### Placed standard cells

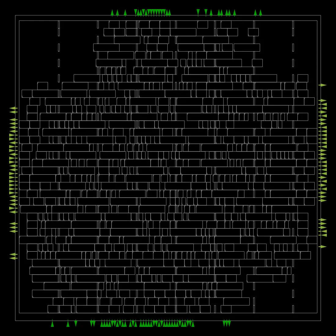
### Routed metal, one colour a layer

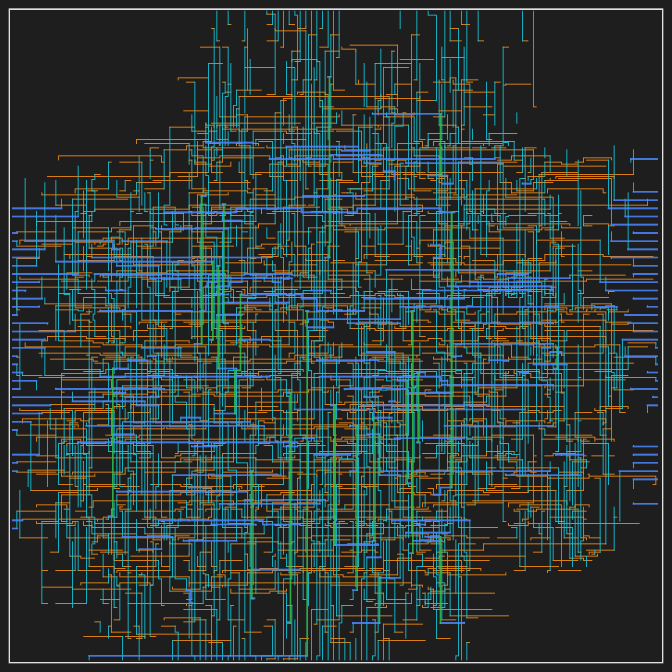
### Cells coloured by class

Fill, decap, tap and diode cells in grey.
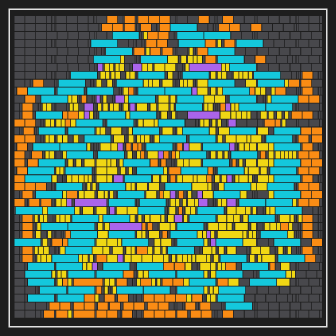
### Cells by drive strength

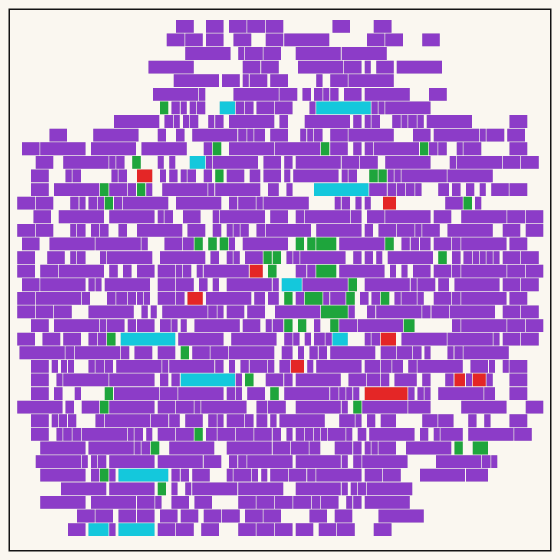
Design sign_magnitude, sky130hd; sources not shown.
==> results_slide.txt <==
Synthesis and Place & Route Summary

Global routing
  – First-pass GRT wire length: 26.8 mm
  – Grt met2 use: 0.502
  – Grt peak-use layer: met2
  – Antenna violations before repair: 1
  – Vias in the first global route: 5336
  – Met1 GRT Util: 0.395
  – Aggregate global routing overflow: 0
  – GR Layer Usage met3: 0.0651
  – Largest net degree at the start of global routing: 100

Final timing
  – Final Max Tran Viols: 0
  – # setup viols final: 0
  – Final Cycle Share: 0.933
  – Final hold vios: 0
  – Final min period: 1960 ps
  – Clk_skew: 37.3 ps
  – Unrepaired setup endpoints after global routing: false
  – Slew HR: 0.588
  – Hold WS: 247 ps
  – Setup TNS: 0 ps
  – Worst slew pin tran: 617 ps
  – Fmax: 511 MHz

Status
  – Status: complete, no violations

Drt
  – Met3 wire length: 1.56 mm
  – DRT iter0 DRCs: 415
  – Wl on met1: 6.74 mm
  – Vias per cell: 5.98
  – Uppermost layer routed: met4
  – DRT Pass-1 Iters: 6
  – DRC: 0
  – Antenna viol nets, final: 0
  – Met2 wire len: 8.24 mm

Setup path
  – Crit. End Element: register
  – Crit path DRT: 2680 ps
  – Cell repeated most along the worst path: ha_1
  – Top delay family on crit path: buffers and inverters
  – R2R cell count: 8
  – CP max stage delay: 410 ps
  – WS Path Type: register to register
  – CP max stage cell: dfrtp_1
  – Critical Path Fanout Max: 10
  – Critical Path, Cell by Cell: ha_1, ha_1, nand2_1, o21a_2, inv_4, buf_4, buf_2, a21oi_1
  – R2r setup slk: 140 ps
  – Path length in cells of the critical path: 8
  – Worst Path Buf+Inv: 3
  – Crit path launch type: register
  – Critical path arrival: 2540 ps

Die
  – Tap cells: 140
  – Floorplan utilization: 0.536
  – Io pins: 135
  – Die X-Extent: 108 microns

Final layout
  – Comb area share: 0.284
  – Share of cells above drive strength 1: 0.0920
  – Logic cell area: 0.00219 sq mm
  – Commonest Layout Cell: dfrtp_1
  – Signal inverters: 6
  – Clock network area share: 0.0363
  – Register Area: 0.00345 sq mm
  – Flop share of the area: 0.448
  – Num sequential: 138
  – # clk buffers: 17
  – Buffering overhead: 0.205
  – Synthesis-to-finish area growth: 32.0%
  – Combinational Gates: 381
  – # diodes: 1
  – Most frequent cells in the layout: dfrtp_1 (138), clkdlybuf4s50_1 (133), a21oi_1 (129), nor2_1 (129), mux2i_1 (60)

Place
  – RePlAce Congestion: 0.900
  – Placed cell count: 834
  – Dpl ws: -13.6 ps
  – Placed cell areas: 0.00739 sq mm

Yosys
  – Simple logic cell fraction of the synthesized area: 0.124
  – Synth flops: 138
  – Top logic family: AND-OR/OR-AND gates
  – Synth area leaders: dfrtp_1 (59%), a21oi_1 (11%), mux2i_1 (10%)
  – Xor+xnor area frac: 0.00750
  – Mux share: 0.107
  – Synth top cell by count: dfrtp_1
  – Syn Std Cell Area: 0.00584 sq mm
  – Top-area cell share: 0.591
  – Syn. warnings: 0
  – Synth Area in Compound Gates: 0.129
  – Biggest area consumer among synthesized cells: dfrtp_1
  – Sequential area share after synthesis: 0.591
  – Commonest cells post-synth: dfrtp_1 (138), a21oi_1 (129), nor2_1 (129)
  – Adders+Majority by Area: 0.00857
  – Unique cell type count in the Yosys netlist: 34
  – Count of library flops with an enable pin: 0
  – Post-synth top flop: dfrtp_1
  – Async SR Flop Fraction: 1.00
  – # Cells Yosys: 559
  – Yosys stat chip area: 0.00584 sq mm

Min path
  – Hold Path Depth: 3
  – Hold Path Class: input pin to register

Pwr
  – Sw Share: 0.402
  – Switching Power: 5.01 mW
  – Clock network power: 1.79 mW
  – Combinational Power: 5.83 mW
  – Clock Power Share: 0.144
  – Combinational share of power: 0.468
  – Leakage power: 3.50 nW
  – Total power: 12.5 mW
  – Max VDD drop: 0.000918 V
  – Flop+latch power: 4.84 mW
  – Pwr top: combinational cells

CTS
  – Post-CTS sizing: 0
  – Clock Sinks: 138
  – Post-CTS setup buffers: 0
  – Post-CTS Hold Buffers: 3
  – Clk ins delay skew pair: 700 ps
  – H-tree depth: 4
  – Max clock buf depth: 2
  – CTS tree: built
  – CTS root buffer: clkbuf_2
  – Clock slew at reported path FFs: 210 ps
  – Total CTS buffers: 17

Job
  – Tool warnings: 27
## Picture notes: 'Placed standard cells'
tally of filler cells in the layout: 751
final std cells w/o fill: 869

## Picture notes: 'Routed metal, one colour a layer'
M3 -> blue  # wire length 1560 microns
M4 -> green  # wire length 493 microns
M1 -> orange  # wire length 6740 microns
M2 -> cyan  # wire length 8240 microns
routed len/inst: 19.6 microns
via count: 5198
WL final: 17.0 mm
GRT Total Usage: 0.307

## Picture notes: 'Cells coloured by class'
remaining logic cells -> yellow  # cells 387
clock drivers and dummy loads -> purple  # cells 31
sequential cells -> cyan  # cells 138
remaining buffers and delay cells -> orange  # cells 172
core area: 0.0109 sq mm
row count: 38
Non-Filler Cell Area, Final: 0.00771 sq mm
post-layout util: 0.708

## Picture notes: 'Cells by drive strength'
x1 and smaller -> purple  # cells 661
x6 and larger -> cyan  # cells 11
x2 -> green  # cells 47
x3 and x4 -> red  # cells 9
Worst Setup Slack, final: 142 ps
number of non-clock buffers in the layout: 172

Power is estimated from default activity; no workload was simulated.
